**src/rtl/byteblast8_exec_unit.sv**
```systemverilog
`default_nettype none
// ============================================================================
// Module   : byteblast8_exec_unit
// Purpose  : ByteBlast 8-bit CPU decode/execute core. Contains the clk/2
//            phase divider, the instruction latch (opcode and operand
//            address) and the 8-bit accumulator ALU with carry/zero flags.
// Revision : 1.0 - initial release
// ============================================================================
module byteblast8_exec_unit #(
  parameter int ADDR_BITS = 5,
  parameter int DATA_BITS = 8
) (
  input  logic                 clk,
  input  logic                 reset,
  input  logic                 enable,
  input  logic                 decode_en,
  input  logic                 execute_en,
  input  logic [DATA_BITS-1:0] value,
  input  logic [DATA_BITS-1:0] accu,
  output logic                 half_clk,
  output logic [ADDR_BITS-1:0] o_address,
  output logic [DATA_BITS-1:0] o_instr,
  output logic                 o_store,
  output logic [DATA_BITS-1:0] result,
  output logic                 o_carry,
  output logic                 o_zero
);

  // Opcode encodings carried in the top three instruction bits
  localparam logic [2:0] c_op_ld  = 3'b001;
  localparam logic [2:0] c_op_add = 3'b010;
  localparam logic [2:0] c_op_sub = 3'b011;
  localparam logic [2:0] c_op_str = 3'b100;

  logic                 r_half_clk;
  logic [ADDR_BITS-1:0] r_address;
  logic [DATA_BITS-1:0] r_instr;
  logic [DATA_BITS-1:0] r_result;
  logic                 r_carry;
  logic                 r_zero;

  logic [2:0]           w_opcode;
  logic [DATA_BITS:0]   w_sum;
  logic [DATA_BITS:0]   w_diff;
  logic [DATA_BITS-1:0] w_alu_result;
  logic                 w_alu_carry;
  logic                 w_result_upd;
  logic                 w_carry_upd;
  logic                 w_alu_fire;

  assign w_opcode   = r_instr[DATA_BITS-1:DATA_BITS-3];
  assign w_alu_fire = enable & execute_en;

  // Extra top bit of the widened sum/difference is the carry/borrow
  assign w_sum  = {1'b0, value} + {1'b0, accu};
  assign w_diff = {1'b0, accu} - {1'b0, value};

  // Phase divider: toggles on every enabled clock
  always_ff @(posedge clk) begin
    if (reset) begin
      r_half_clk <= 1'b0;
    end else if (enable) begin
      r_half_clk <= ~r_half_clk;
    end
  end

  // Instruction latch: captures the RAM byte during the decode phase
  always_ff @(posedge clk) begin
    if (reset) begin
      r_instr   <= '0;
      r_address <= '0;
    end else if (enable && decode_en) begin
      r_instr   <= value;
      r_address <= value[ADDR_BITS-1:0];
    end
  end

  // ALU datapath: next result/carry and which of them the opcode touches
  always_comb begin
    w_alu_result = r_result;
    w_alu_carry  = r_carry;
    w_result_upd = 1'b0;
    w_carry_upd  = 1'b0;
    case (w_opcode)
      c_op_ld: begin
        w_alu_result = value;
        w_result_upd = 1'b1;
      end
      c_op_add: begin
        w_alu_result = w_sum[DATA_BITS-1:0];
        w_alu_carry  = w_sum[DATA_BITS];
        w_result_upd = 1'b1;
        w_carry_upd  = 1'b1;
      end
      c_op_sub: begin
        w_alu_result = w_diff[DATA_BITS-1:0];
        w_alu_carry  = w_diff[DATA_BITS];
        w_result_upd = 1'b1;
        w_carry_upd  = 1'b1;
      end
      c_op_str: begin
        // Pass the accumulator through so it is left unchanged
        w_alu_result = accu;
        w_result_upd = 1'b1;
      end
      default: begin
        w_result_upd = 1'b0;
      end
    endcase
  end

  // ALU registers: result, carry and zero flag updated on execute
  always_ff @(posedge clk) begin
    if (reset) begin
      r_result <= '0;
      r_carry  <= 1'b0;
      r_zero   <= 1'b0;
    end else if (w_alu_fire) begin
      if (w_result_upd) begin
        r_result <= w_alu_result;
        r_zero   <= (w_alu_result == '0);
      end
      if (w_carry_upd) begin
        r_carry <= w_alu_carry;
      end
    end
  end

  assign half_clk  = r_half_clk;
  assign o_address = r_address;
  assign o_instr   = r_instr;
  assign result    = r_result;
  assign o_carry   = r_carry;
  assign o_zero    = r_zero;
  assign o_store   = (w_opcode == c_op_str) & execute_en & enable & ~reset;

endmodule
`default_nettype wire

```
**config.mk**
```make
export PLATFORM = sky130hd
export DESIGN_NAME = byteblast8_exec_unit
export DESIGN_NICKNAME = d
export VERILOG_FILES = /design/src/rtl/byteblast8_exec_unit.sv
export SDC_FILE = /design/constraint.sdc
export NUM_CORES = 1
export LEC_CHECK = 0
export ABC_AREA = 1
export ABC_CLOCK_PERIOD_IN_PS = 1850
export CORE_MARGIN = 1.5
export CORE_UTILIZATION = 35
export CTS_CLUSTER_DIAMETER = 100
export DETAILED_ROUTE_END_ITERATION = 10
export GPL_TIMING_DRIVEN = 0
export PLACE_DENSITY = 0.59
export SLEW_MARGIN = 20
export SYNTH_ARGS = -nofsm -noshare
export SYNTH_HDL_FRONTEND = slang
export SYNTH_SLANG_ARGS = --single-unit
export TNS_END_PERCENT = 20
```
**constraint.sdc**
```tcl
create_clock -name clk -period 1.85 [get_ports clk]
set_clock_uncertainty 0.2 [all_clocks]
set_input_delay 0.37 -clock clk [delete_from_list [all_inputs] [get_ports clk]]
set_output_delay 0.37 -clock clk [all_outputs]
set_load 0.03 [all_outputs]
```
Figure 1. Supply network (run 1).
Scale bar: 20 um. Pins as bars on the die edge.
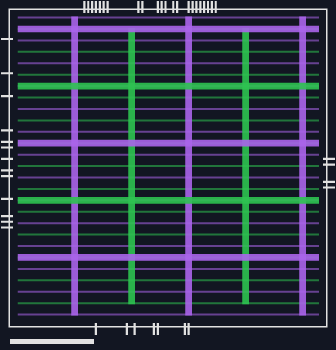
legend:
  VDD:
    colour: green
  VSS:
    colour: purple
met1 rails: 27
signal pins: 46
met4 straps: 5

Figure 2. Cells coloured by class (run 1).
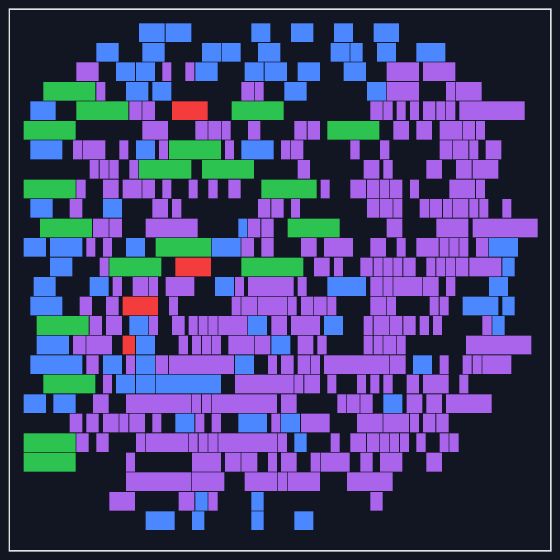
legend:
  all other logic:
    colour: purple
    cells: 271
  clock drivers and dummy loads:
    colour: red
    cells: 4
  other buffers and delay cells:
    colour: blue
    cells: 76
  flops:
    colour: green
    cells: 19

Figure 3. Clock network drawn from the DEF (run 1).
Scale bar: 20 um.
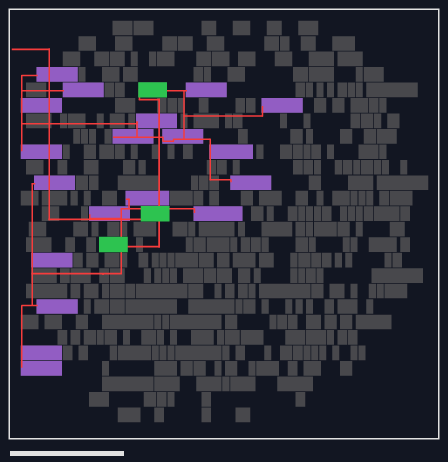
legend:
  cells driving clock nets:
    colour: green
    count: 3
  flip-flops:
    colour: purple
    count: 19
  clock wires:
    colour: red
    length: 289 um
routed clock nets: 4

==> run 1: layout make-up <==
class	count	area (um^2)	area share (%)
multi-input combinational	222	1500	51.8
clock inverter	1	5.00	0.173
buffer	11	114	3.94
tap	70	87.6	3.03
inverter	49	209	7.24
sequential	19	387	13.4
clock buffer	3	41.3	1.43
timing repair buffer	65	548	19.0
==> run 1: report_power, final <==
| group | switching (uW) | total, uW | internal (uW) |
|---|---|---|---|
| Combinational | 453 | 780 | 327 |
| Clock | 148 | 298 | 150 |
| Sequential | 23.5 | 460 | 436 |
==> run 1: registers in the layout, summed over array words and instances, names as in the netlist <==
register	count
result	8
o_address	4
o_instr	4
half_clk	1
o_carry	1
o_zero	1
==> run 1: worst register-to-register path, delay by kind of cell (launching register included) <==
kind            cells  cell delay (ps)
simple gates       10             1100
flops               1              340
compound gates      1              130
buf+inv             1              140
==> run 1: metrics by stage <==
| step | hold WS (ps) | TNS [ps] |
|---|---|---|
| finish | 228 | -686 |
| global route | 250 | -1300 |
| CTS | 255 | -595 |
| detailed placement | 264 | -8670 |
| global placement | 263 | -8630 |
| floorplan | 232 | -190 |
==> run 1: repair_timing <==
item,in CTS,in global routing
endpoints found under the setup margin,30,15
buffers inserted,16,4
pin swaps,36,23
resized,151,34
==> run 1: logic make-up (layout without fill, tap and decap cells) <==
family,count (synthesis),after routing,synth area share [%]
buffers and inverters,60,129,13.8
XOR/XNOR,1,1,0.480
AND-OR/OR-AND,43,43,12.3
adder cells (fa/ha/maj),18,18,13.2
flip-flops,19,19,20.8
AND/OR/NAND/NOR,160,160,39.5
==> GITHUB_STEP_SUMMARY, run 1 <==
## Implementation flow summary

| Metric | Value |
|---|---|
| Total global routing overflow | `0` |
| RSZ-0062 raised after global routing | `yes` |
| Flops after synth | `19` |
| Fraction of layout instances using a drive strength above 1 | `37.3%` |
| Drt first pass iters | `5` |
| Cell Chain, Critical Path | `buf_12 > inv_12 > ha_4 > inv_4 > fa_2 > nand3_2 > nand2_2 > nor2_4 > nand3_2 > nor2_2 > nand3_2 > nor2_2 > nand2_1 > a21oi_2` |
| Total of endpoints with negative setup slack in the final report | `7` |
| Capture endpoint of the worst hold path | `o_address[0]` |
| Classification of the worst-slack hold path | `in -> reg` |
| Root Buffer | `clkbuf_8` |
| TritonCTS buffer count | `3` |
| Data arrival, critical path | `2050 ps` |
| Synthesized netlist net count | `340` |
| Cell types with the largest area share after synthesis | `dfxtp_1, nand2_1, ha_1` |
| Leakage power figure | `0.00152 uW` |
| Cell types with the highest counts after synthesis | `nand2_1, inv_1, nand3_1` |
| Uppermost routed layer | `met4` |
| Post-Synthesis Mean Instance Area | `6.07 um^2` |
| GR Layer Usage met1 | `29.1%` |
| Fin area | `2890 um^2` |
| Most frequent cell after synthesis | `nand2_1` |
| Maximum root-to-sink buffer count | `2` |
| Result of the run | `finished with violations` |
| Peak supply drop | `0.000460 V` |
| Yosys-reported design area after synthesis | `1830 um^2` |
| Smallest setup slack after layout | `-203 ps` |
| Cts hold-fix bufs | `0` |
| # IOs | `46` |
| Minimum clock period | `2050 ps` |
| Period Utilization, post-route | `111%` |
| Violated checks | `setup timing` |
| Number of inserted diodes | `0` |
| Routed wire length | `5970 um` |
| Core utilization before placement | `36.0%` |
| Count of unique library cells instantiated by Yosys | `31` |
| Number of global-route vias before repair | `1899` |
| WL met1 | `2690 um` |
| Hold depth | `3` |
| Worst skew pair latency | `260 ps` |
| Commonest Layout Cell | `nand2_1` |
| Vias after detailed routing | `2118` |
| Net count reported at finish | `410` |
| Maximum number of pins on one net before global-route repair | `12` |
| Yosys cell count | `301` |
| Final core utilization | `56.9%` |
| Crit-path most repeated cell | `nand3_2` |
| CTS H-tree depth | `1` |
--- run 2 (diff from run 1) ---
--- a/config.mk
+++ b/config.mk
@@ -12,7 +12,6 @@
 export CTS_CLUSTER_DIAMETER = 100
 export DETAILED_ROUTE_END_ITERATION = 10
 export GPL_TIMING_DRIVEN = 0
-export PLACE_DENSITY = 0.59
 export SLEW_MARGIN = 20
 export SYNTH_ARGS = -nofsm -noshare
 export SYNTH_HDL_FRONTEND = slang
Figure 4. Supply network (run 2).
Scale bar: 20 um. Pins as bars on the die edge.
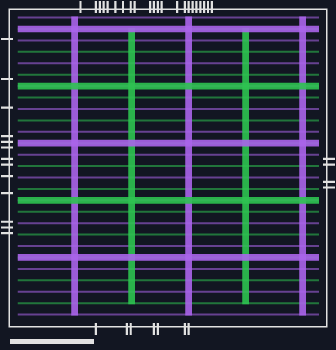
legend:
  VSS:
    colour: purple
  VDD:
    colour: green
met1 rails: 27
met4 straps: 5
signal pins: 46

Figure 5. Cells coloured by class (run 2).
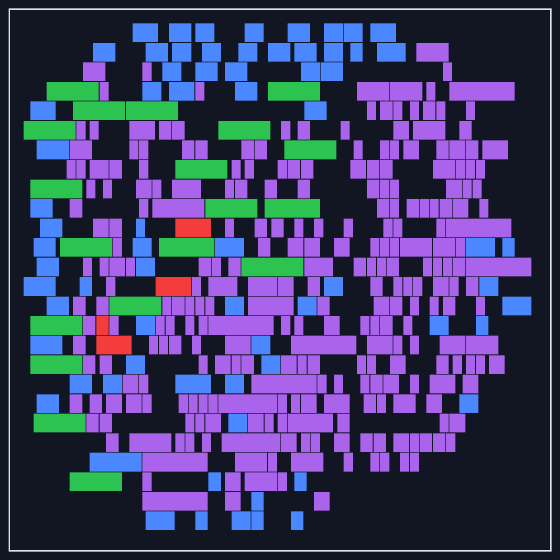
legend:
  clock drivers and dummy loads:
    colour: red
    cells: 4
  other buffers and delay cells:
    colour: blue
    cells: 70
  all other logic:
    colour: purple
    cells: 271
  flops:
    colour: green
    cells: 19

==> run 2 against run 1 <==
  * The flow still finishes with violations (setup timing)
  * Cell count is 1.4% lower
  * Register-to-register slack better by 90 ps
  * Critical path depth decreased by 2
  * Clock power shrank 3%
  * Critical path type unchanged
  * Largest power group unchanged
  * Highest routed layer unchanged
==> GITHUB_STEP_SUMMARY, run 2 <==
## Implementation flow summary

| Metric | Value |
|---|---|
| Number of inserted diodes | `0` |
| TritonCTS buffer count | `3` |
| Post-Synthesis Mean Instance Area | `6.07 um^2` |
| Data arrival, critical path | `2000 ps` |
| Period Utilization, post-route | `108%` |
| Count of unique library cells instantiated by Yosys | `31` |
| # IOs | `46` |
| GRT Resource Usage Total | `21.3%` |
| Root Buffer | `clkbuf_8` |
| Post-route non-filler standard cell count | `434` |
| Cell types with the highest counts after synthesis | `nand2_1, inv_1, nand3_1` |
| Depth of the critical timing path with buffers and inverters included | `12` |
| Iteration-0 DRC count of the detailed router | `105` |
| Net count reported at finish | `404` |
| Tally of buffers added on design ports | `45` |
| Vias after detailed routing | `2103` |
| Area of the multi-input gates | `1430 um^2` |
| Yosys-reported design area after synthesis | `1830 um^2` |
| Total of endpoints with negative setup slack in the final report | `5` |
| Maximum root-to-sink buffer count | `2` |
| Endpoint of the lowest-slack register-to-register path | `o_zero` |
| Area of the mapped netlist | `1830 um^2` |
| Total count of max-transition violations in the final report | `0` |
| Classification of the worst-slack hold path | `in -> reg` |
| Crit-path most repeated cell | `nand2_1` |
| Largest driver fanout on the critical path | `3` |
| Horizontal die dimension | `75.2 um` |
| Leakage power figure | `0.00143 uW` |
| Commonest register cell after synthesis | `dfxtp_1` |
| Number of sinks on the clock net | `19` |
| Setup crit start kind | `input port` |
| Slew headroom | `77.1%` |
| Cts hold-fix bufs | `0` |
| Core utilization before placement | `36.0%` |
| Routed Antenna Nets | `0` |
| Flops after synth | `19` |
| Violated checks | `setup timing` |
| DP HPWL | `4340 um` |
| Cell Chain, Critical Path | `buf_12 > ha_4 > fa_2 > nand2_1 > nand2_1 > nor2_2 > nand3_1 > nor2_1 > nand3_1 > nor2_1 > nand2_1 > a21oi_2` |
| Capture point of the critical path | `o_zero` |
| Cell types with the largest area share after synthesis | `dfxtp_1, nand2_1, ha_1` |
| Portion of the post-synthesis area used by sequential elements | `20.8%` |
| Drt first pass iters | `5` |
| Origin of the critical flop-to-flop path | `o_instr[7]` |
| Most frequent cell after synthesis | `nand2_1` |
| Smallest setup slack after layout | `-157 ps` |
| Number of global-route vias before repair | `1981` |
| Number of antenna violations at the first check in global routing | `0` |
| Total die area | `5660 um^2` |
| Minimum clock period | `2010 ps` |
| Number of synthesis warnings | `0` |
| Reported max-cap violation count | `0` |
| Peak supply drop | `0.000479 V` |
| Count of mapped cells out of synthesis | `301` |
| Slowest stage cell, crit path | `fa_2` |
| Beginning of the critical path | `accu[0]` |
| Flip-flops with a built-in enable | `0` |
| Vias per cell | `4.85` |
| Number of failing hold endpoints at the final stage | `0` |
| Proportion of synthesized flip-flops having asynchronous set or reset | `0%` |
| Number of flip-flops in the largest register | `8` |
| Sequential cell area in the final layout | `387 um^2` |
| Filler cell count in the final layout | `545` |
| RSZ-0062 raised after global routing | `yes` |
| Routed wire length | `5700 um` |
| Critical path required time | `1840 ps` |
| Post-CTS setup buffer count | `12` |
| Overall power after layout | `1460 uW` |
| Result of the run | `finished with violations` |
| Top achievable clock speed | `498 MHz` |
| Total global routing overflow | `0` |
| Count of unresolved DRC violations after routing | `0` |
| First-pass GRT wire length | `9160 um` |
| Number of instances resized during post-cts repair | `139` |
| Synthesis-to-finish area growth | `49.7%` |
| Fraction of layout instances using a drive strength above 1 | `33.2%` |
| Synthesized netlist net count | `340` |
| Tool warning count | `37` |
| Crit path largest cell delay | `440 ps` |
| Site Rows | `26` |
| Yosys cell count | `301` |
| Commonest Layout Cell | `nand2_1` |
| Family with the most delay on the worst path | `simple AND/OR/NAND/NOR gates` |
| Maximum number of pins on one net before global-route repair | `12` |
| CTS H-tree depth | `1` |
| Worst skew pair latency | `250 ps` |
| Power per standard cell area | `535 nW/um^2` |
run 2: cell counts after synthesis:
Identical to the previous run, type by type.
run 2: cell type report:
type	count	share of cell area [%]
Timing Repair Buffer	61	18.7
Clock buffer	3	1.51
Buffer	9	2.61
Tap cell	70	3.20
Clock inverter	1	0.183
Multi-Input combinational cell	222	52.2
Sequential cell	19	14.1
Inverter	49	7.55
run 2: power breakdown:
group / internal [uW] / leakage, uW / switching [uW]
Combinational: 291 / 0.00125 / 422
Clock: 150 / 0.0000255 / 141
Sequential: 436 / 0.000157 / 23.2
Total: 877 / 0.00143 / 586
run 2: kinds of logic after synthesis:
logic type	after synthesis	share of synthesized area [%]
flops	19	20.8
xor+xnor	1	0.480
compound gates	43	12.3
buf+inv	60	13.8
simple gates	160	39.5
fa+ha+maj	18	13.2
run 2: worst min-delay path by stage:
stage	cells past startpoint	slack, ps	start	end
after global routing	3	230	value[0]	o_address[0]
after global placement	2	260	o_zero	o_zero
after floorplan	1	230	reset	o_zero
final	3	230	value[0]	o_address[0]
after CTS	3	260	value[0]	o_address[0]
after detailed placement	2	260	o_zero	o_zero
run 2: metrics by stage:
| stage | hold slack (ps) | utilization, % | setup slack [ps] | cell area (um^2) | TNS, ps |
|---|---|---|---|---|---|
| 6_report | 228 | 53.9 | -157 | 2740 | -294 |
| 3_5_place_dp | 261 | 47.5 | -1090 | 2410 | -8580 |
| 2_1_floorplan | 232 | - | -126 | 1870 | -190 |
| 5_1_grt | 229 | 53.9 | -260 | 2740 | -923 |
| 3_3_place_gp | 264 | 47.5 | -1100 | 2410 | -8500 |
| 4_1_cts | 258 | 52.5 | -160 | 2670 | -223 |
run 2: per-layer routing:
metal  routed length, um  GRT usage, %
met1                2520          27.9
met2                2860          37.6
met3                 276          2.54
met4                  36          4.96
met5                   0             0
No activity file was given, so power comes from the tool's default toggle rates.
